Routed clock nets over the placement:
(2 px per um)
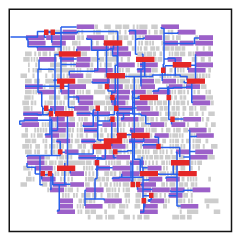
Placement view:
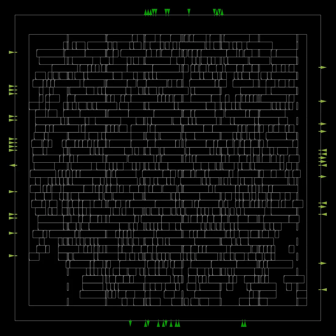
Placed cells, one colour a class:
(2 px per um)
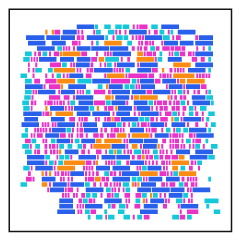
M2 wires:
(4 px per um)
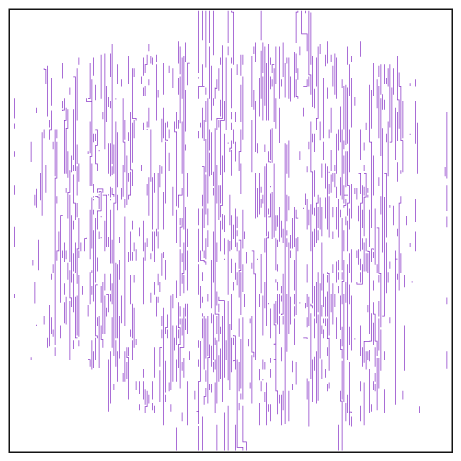
Port wiring:
(4 px per um)
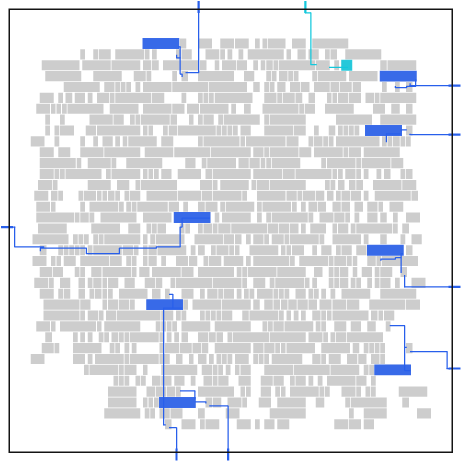
## src/rtl/skinny_inv_sbox8_hpc2_1_pkg.sv

```systemverilog
// Shared types and wiring tables for the two-share HPC2 inverse SKINNY-128 S-box.
// Wire index space for the network: 0..7 are o bits, 8..15 are b bits.
package skinny_inv_sbox8_hpc2_1_pkg;

   typedef enum logic [1:0] {
      IDLE = 2'd0,
      BUSY = 2'd1,
      DONE = 2'd2
   } state_e;

   localparam int unsigned LAT_DEFAULT = 8;
   localparam int unsigned LAT_MIN     = 5;
   localparam int unsigned LAT_MAX     = 15;
   localparam int unsigned N_GADGETS   = 8;

   // Fresh-randomness slice of gadget g: r[lo] masks cross terms, r[hi] refreshes y.
   function automatic int unsigned gadget_r_lo(input int unsigned g);
      return 2 * g;
   endfunction

   function automatic int unsigned gadget_r_hi(input int unsigned g);
      return 2 * g + 1;
   endfunction

   function automatic int unsigned gadget_x(input int unsigned g);
      case (g)
         0: return 3;
         1: return 7;
         2: return 2;
         3: return 6;
         4: return 5;
         5: return 11;
         6: return 10;
         7: return 15;
         default: return 0;
      endcase
   endfunction

   function automatic int unsigned gadget_y(input int unsigned g);
      case (g)
         0: return 1;
         1: return 6;
         2: return 7;
         3: return 5;
         4: return 11;
         5: return 10;
         6: return 9;
         7: return 14;
         default: return 0;
      endcase
   endfunction

   // z operands are always o bits, so the index is into o directly.
   function automatic int unsigned gadget_z(input int unsigned g);
      case (g)
         0: return 0;
         1: return 4;
         2: return 1;
         3: return 7;
         4: return 3;
         5: return 5;
         6: return 2;
         7: return 6;
         default: return 0;
      endcase
   endfunction

   // Output bit of b produced by gadget g.
   function automatic int unsigned gadget_out(input int unsigned g);
      case (g)
         0: return 2;
         1: return 3;
         2: return 7;
         3: return 5;
         4: return 1;
         5: return 0;
         6: return 6;
         7: return 4;
         default: return 0;
      endcase
   endfunction

endpackage

```

## src/rtl/hpc2_1_str_sbox8_cfn_fr.sv

```systemverilog
// First-order HPC2 gadget computing NOR(x,y) ^ z on two shares; share 0 carries inversions.
// Cross terms are staged on negedge, products on posedge: one cycle from stable inputs.
module hpc2_1_str_sbox8_cfn_fr (
   input  logic       clk,
   input  logic       x1_i,
   input  logic       x0_i,
   input  logic       y1_i,
   input  logic       y0_i,
   input  logic       z1_i,
   input  logic       z0_i,
   input  logic [1:0] r_i,
   output logic       c1_o,
   output logic       c0_o
);

   logic a1, a0, b1, b0;
   logic rm_q, bx1_q, bx0_q;
   logic p1_q, p0_q, m1_q, m0_q, n1_q, n0_q;

   // NOR(x,y) = (~x)&(~y); y is refreshed with r[1] before any share mixing.
   assign a1 = x1_i;
   assign a0 = ~x0_i;
   assign b1 = y1_i ^ r_i[1];
   assign b0 = ~y0_i ^ r_i[1];

   always_ff @(negedge clk) begin
      rm_q  <= r_i[0];
      bx1_q <= b0 ^ r_i[0];
      bx0_q <= b1 ^ r_i[0];
   end

   always_ff @(posedge clk) begin
      p1_q <= a1 & b1;
      p0_q <= a0 & b0;
      m1_q <= ~a1 & rm_q;
      m0_q <= ~a0 & rm_q;
      n1_q <= a1 & bx1_q;
      n0_q <= a0 & bx0_q;
   end

   assign c1_o = p1_q ^ m1_q ^ n1_q ^ z1_i;
   assign c0_o = p0_q ^ m0_q ^ n0_q ^ z0_i;

endmodule

```

## src/rtl/skinny_inv_sbox8_hpc2_1_core.sv

```systemverilog
// Masked inverse S-box network: eight NOR-XOR gadgets in four dependency levels.
module skinny_inv_sbox8_hpc2_1_core
   import skinny_inv_sbox8_hpc2_1_pkg::*;
(
   input  logic        clk,
   input  logic [7:0]  o1_i,
   input  logic [7:0]  o0_i,
   input  logic [15:0] r_i,
   output logic [7:0]  b1_o,
   output logic [7:0]  b0_o
);

   logic [7:0]  b1, b0;
   logic [15:0] w1, w0;

   // x/y operands may be o or b bits; z is only ever an o bit, so no combinational loop.
   assign w1 = {b1, o1_i};
   assign w0 = {b0, o0_i};

   generate
      for (genvar gi = 0; gi < N_GADGETS; gi++) begin : g_gadget
         localparam int unsigned XI = gadget_x(gi);
         localparam int unsigned YI = gadget_y(gi);
         localparam int unsigned ZI = gadget_z(gi);
         localparam int unsigned OI = gadget_out(gi);
         localparam int unsigned RL = gadget_r_lo(gi);
         localparam int unsigned RH = gadget_r_hi(gi);

         hpc2_1_str_sbox8_cfn_fr u_gadget (
            .clk  (clk),
            .x1_i (w1[XI]),
            .x0_i (w0[XI]),
            .y1_i (w1[YI]),
            .y0_i (w0[YI]),
            .z1_i (o1_i[ZI]),
            .z0_i (o0_i[ZI]),
            .r_i  ({r_i[RH], r_i[RL]}),
            .c1_o (b1[OI]),
            .c0_o (b0[OI])
         );
      end
   endgenerate

   assign b1_o = b1;
   assign b0_o = b0;

endmodule

```

## src/rtl/skinny_inv_sbox8_hpc2_1_seq.sv

```systemverilog
// Handshaked wrapper: holds masked inputs and randomness stable while the network
// settles, then latches the output shares after a fixed latency.
module skinny_inv_sbox8_hpc2_1_seq
   import skinny_inv_sbox8_hpc2_1_pkg::*;
#(
   parameter int unsigned LAT = LAT_DEFAULT
) (
   input  logic        clk,
   input  logic        rst_n,
   input  logic        in_valid,
   output logic        in_ready,
   input  logic [7:0]  si1,
   input  logic [7:0]  si0,
   input  logic [15:0] r,
   output logic        out_valid,
   input  logic        out_ready,
   output logic [7:0]  bo1,
   output logic [7:0]  bo0
);

   // Out-of-range LAT is pulled into the legal window rather than producing a bad result.
   localparam int unsigned LAT_EFF  = (LAT < LAT_MIN) ? LAT_MIN :
                                      (LAT > LAT_MAX) ? LAT_MAX : LAT;
   localparam logic [3:0]  CNT_LOAD = 4'(LAT_EFF - 1);

   state_e      state_q, state_d;
   logic [3:0]  cnt_q, cnt_d;
   logic [7:0]  si1_q, si0_q;
   logic [15:0] r_q;
   logic [7:0]  bo1_q, bo0_q;
   logic [7:0]  net_b1, net_b0;
   logic        hold_en, capture_en;

   skinny_inv_sbox8_hpc2_1_core u_core (
      .clk  (clk),
      .o1_i (si1_q),
      .o0_i (si0_q),
      .r_i  (r_q),
      .b1_o (net_b1),
      .b0_o (net_b0)
   );

   always_comb begin
      state_d    = state_q;
      cnt_d      = cnt_q;
      hold_en    = 1'b0;
      capture_en = 1'b0;
      in_ready   = 1'b0;
      out_valid  = 1'b0;
      case (state_q)
         IDLE: begin
            in_ready = 1'b1;
            if (in_valid) begin
               hold_en = 1'b1;
               cnt_d   = CNT_LOAD;
               state_d = BUSY;
            end
         end
         BUSY: begin
            if (cnt_q == 4'd0) begin
               capture_en = 1'b1;
               state_d    = DONE;
            end else begin
               cnt_d = cnt_q - 4'd1;
            end
         end
         DONE: begin
            out_valid = 1'b1;
            if (out_ready) begin
               state_d = IDLE;
            end
         end
         default: state_d = IDLE;
      endcase
   end

   always_ff @(posedge clk or negedge rst_n) begin
      if (!rst_n) begin
         state_q <= IDLE;
         cnt_q   <= 4'd0;
         si1_q   <= 8'h00;
         si0_q   <= 8'h00;
         r_q     <= 16'h0000;
         bo1_q   <= 8'h00;
         bo0_q   <= 8'h00;
      end else begin
         state_q <= state_d;
         cnt_q   <= cnt_d;
         if (hold_en) begin
            si1_q <= si1;
            si0_q <= si0;
            r_q   <= r;
         end
         if (capture_en) begin
            bo1_q <= net_b1;
            bo0_q <= net_b0;
         end
      end
   end

   assign bo1 = bo1_q;
   assign bo0 = bo0_q;

endmodule

```

## config.mk

```make
export PLATFORM = sky130hd
export DESIGN_NAME = skinny_inv_sbox8_hpc2_1_seq
export DESIGN_NICKNAME = d
export VERILOG_FILES = /design/src/rtl/skinny_inv_sbox8_hpc2_1_pkg.sv /design/src/rtl/hpc2_1_str_sbox8_cfn_fr.sv /design/src/rtl/skinny_inv_sbox8_hpc2_1_core.sv /design/src/rtl/skinny_inv_sbox8_hpc2_1_seq.sv
export SDC_FILE = /design/constraint.sdc
export NUM_CORES = 1
export LEC_CHECK = 0
export ABC_AREA = 1
export ABC_CLOCK_PERIOD_IN_PS = 1650
export CORE_MARGIN = 5
export CORE_UTILIZATION = 50
export DETAILED_ROUTE_END_ITERATION = 7
export GPL_ROUTABILITY_DRIVEN = 1
export PLACE_DENSITY = 0.69
export SLEW_MARGIN = 20
export SYNTH_ARGS = -nofsm -noshare
export SYNTH_HDL_FRONTEND = slang
export SYNTH_SLANG_ARGS = --single-unit
```

## constraint.sdc

```tcl
create_clock -name clk -period 1.65 [get_ports clk]
set_clock_uncertainty 0.1 [all_clocks]
set_input_delay 0.4125 -clock clk [delete_from_list [all_inputs] [get_ports clk]]
set_output_delay 0.4125 -clock clk [all_outputs]
set_load 0.01 [all_outputs]
```

==> CHANGELOG.md <==
## Flow update

* Relative slew slack at 78.8%
* Top-area cell type share of the netlist area at 28.6%
* Cell count in the Yosys report at 604
* Comb area leader: simple AND/OR/NAND/NOR gates
* Arrival time worst endpoint at 1560 ps
* MUX area fraction at 0%
* Worst setup margin at -449 ps
* Num CTS Buffers at 17
* Vias per std cell at 4.56
* Die Ht at 110 um
* Top post-synthesis cells by count: nand2_1, inv_1, dfxtp_1
* CP most frequent cell: nand2_1
* Fin. Hold Viols at 0
* Routability Congestion at 0.869
* Final setup fails at 18
* Commonest Layout Cell: nand2_1
* Layout Area Growth over Synthesis at 40.8%
* Setup CP Type: flip-flop to flip-flop
* Final Non-Filler Cells at 916
* Vias in the first global route at 4245
* Placed Area at 6170 um^2
* Share of cells above drive strength 1 at 28.2%
* Distinct lib cells used at 24
* Simple-Gate Fraction of Synth Area at 22.8%
* H-tree lvl count at 4
* Crit. End Element: flip-flop
* Sw Pwr at 6.61 mW
* CP peak stage delay at 410 ps
* Hold Buf Count CTS at 1
* Ys async rst share at 42.9%
* Detailed Place HPWL at 7700 um
* Post-Syn Instances at 604
* Post-synthesis cell area at 5040 um^2
* Worst vdd ir at 1.17 mV
* Global-route wire length before repair at 18800 um
* Yosys warnings at 0
* Chip Area, Yosys at 5040 um^2
* Clk root buf: clkbuf_8
* Seq share, synth at 55.4%
* Worst path slowest cell: dfrtp_1
* Sw Share at 37.5%
* Initial antenna violation count at 0
* Nets at 807
* CTS Sinks at 126
* Worst-path cell chain: nand2_1, inv_1, nor2_1, nand2_1, nand3_1, nand2_2, nand2_1, nand2_1
* DP Worst Slack at -382 ps
* Top cells by area: dfxtp_1, dfrtp_1, nand2_1, inv_1, nor2_1
* Setup Total Neg Slack at -4940 ps
* GRT Util Overall at 20.3%
* Gate power share at 45.2%
* Tool warnings at 53
* Outcome: finished, violations left
* Clock Pin Slew Worst Setup and Hold Paths at 60 ps
* Failing checks: negative setup slack
* Hold Path Depth at 3
* CTS tree: built
* P per Cell Area at 2480 nW/um^2
* Adder Share, Synth at 0.248%
* Hold Crit Class: input pin to flip-flop
* # diodes at 0
* Worst Setup Start Kind: flip-flop
* Post-Syn Area per Cell at 8.34 um^2
* Commonest flop: dfxtp_1
* DR DRC count at 0
* Cells after DPL at 838
* Aoi share at 5.29%
* Filler cell count at 776
* Yosys reg bits at 126
* Total power draw at 17.6 mW
* Worst-Margin Slew at 316 ps
* Syn nets at 641
* DRT iter0 DRCs at 174
* Slew Viols, Final at 0
* Largest register FFs at 16
* Chip width at 110 um
* Clk buf depth at 2
* Crit path depth at 8
* Max-cap viol count at 0
* WL/cell at 12.7 um
Back to the opening pictures, 'routed clock nets over the placement':
legend:
  clock-net drivers:
    colour: red
    count: 41
  flip-flops:
    colour: purple
    count: 126
  clock wires:
    colour: blue
    length: 1640 um
routed clock nets: 42
Clock power frac: 22.9%
clk ins delay skew pair: 520 ps
Clk. pwr: 4.03 mW

Back to the opening pictures, 'placement view':
seq_cells: 126
Seq area share: 39.5%
row cnt: 36

Back to the opening pictures, 'placed cells, one colour a class':
legend:
  remaining logic cells:
    colour: magenta
    cells: 464
    share_of_their_area: 33%
  remaining buffers and delay cells:
    colour: cyan
    cells: 137
    share_of_their_area: 16%
  clock drivers and dummy loads:
    colour: orange
    cells: 56
    share_of_their_area: 10%
  registers:
    colour: blue
    cells: 126
    share_of_their_area: 40%
Final Instance Area: 7090 um^2
utilization after layout: 72.2%
Core Area: 9820 um^2

Back to the opening pictures, 'M2 wires':
share of all routed wire: 53%
longest straight run: 70.0 um
wire length on this layer: 6100 um
main direction: vertical
via count: 4176
DRT Wirelength: 11600 um
global-route met2 utilization: 36.2%

Back to the opening pictures, 'port wiring':
legend:
  out_ready:
    colour: cyan
    direction: input
    edge: north
    end_cells: 1
    buffers: 1
    wire: 20.8 um
  bo0:
    colour: blue
    direction: output
    edge: 4 east, 2 south, 1 west, 1 north
    end_cells: 8
    buffers: 8
    wire: 257 um
number of I/O port buffers: 53
I/O pin total: 54

power by group through the flow:
| stage | Clock, mW | Combinational, mW | Sequential (mW) |
|---|---|---|---|
| after floorplan | 0.0927 | 4.18 | 5.46 |
| after global placement | 0.0927 | 6.78 | 5.49 |
| after detailed placement | 0.0927 | 7.01 | 5.56 |
| after CTS | 4.07 | 7.66 | 5.56 |
| after global routing | 4.26 | 8.89 | 5.80 |
| final | 4.03 | 7.96 | 5.62 |
path summary, 6_finish.rpt:
kind,startpoint,to,slack [ps]
min in group asynchronous,rst_n,si1_q[5],340
hold reg to reg,bo0[4],bo0[4],370
setup / recovery,si1_q[3],u_core.g_gadget[6].u_gadget.bx0_q,-450
max in group asynchronous,rst_n,r_q[1],840
setup reg to reg,si1_q[3],u_core.g_gadget[6].u_gadget.bx0_q,-450
hold / removal,si0[6],si0_q[6],330
final cells by class:
class	instances	area (um^2)	area share, %
Tap cell	133	166	2.35
Sequential cell	126	2800	39.5
Clock inverter	39	282	3.97
Timing Repair Buffer	137	1110	15.6
Inverter	91	342	4.82
Multi-Input combinational cell	373	1980	27.9
Clock buffer	17	414	5.84
per-layer routing:
| layer | GRT usage [%] | part of all wire (%) | vias to the layer above |
|---|---|---|---|
| met1 | 23.6 | 42 | 1938 |
| met2 | 36.2 | 53 | 82 |
| li1 | - | - | 2141 |
| met3 | 4.43 | 3.8 | 15 |
| met5 | 0 | 0 | - |
| met4 | 8.44 | 1.9 | 0 |
tightest hold or removal path, delay by kind of cell:
kind / cells / cell delay (ps)
buffers and inverters: 1 / 390
and+or+nand+nor: 2 / 100
cells by family (layout without fill, tap and decap cells):
family                     count (synthesis)  count (layout)
and+or+nand+nor                          289             289
xor gates and xnor gates                  41              41
DFF                                      126             126
AOI/OAI and AO/OA                         42              42
buffers and inverters                    105             284
adders and majority gates                  1               1
No activity file was given, so power comes from the tool's default toggle rates.
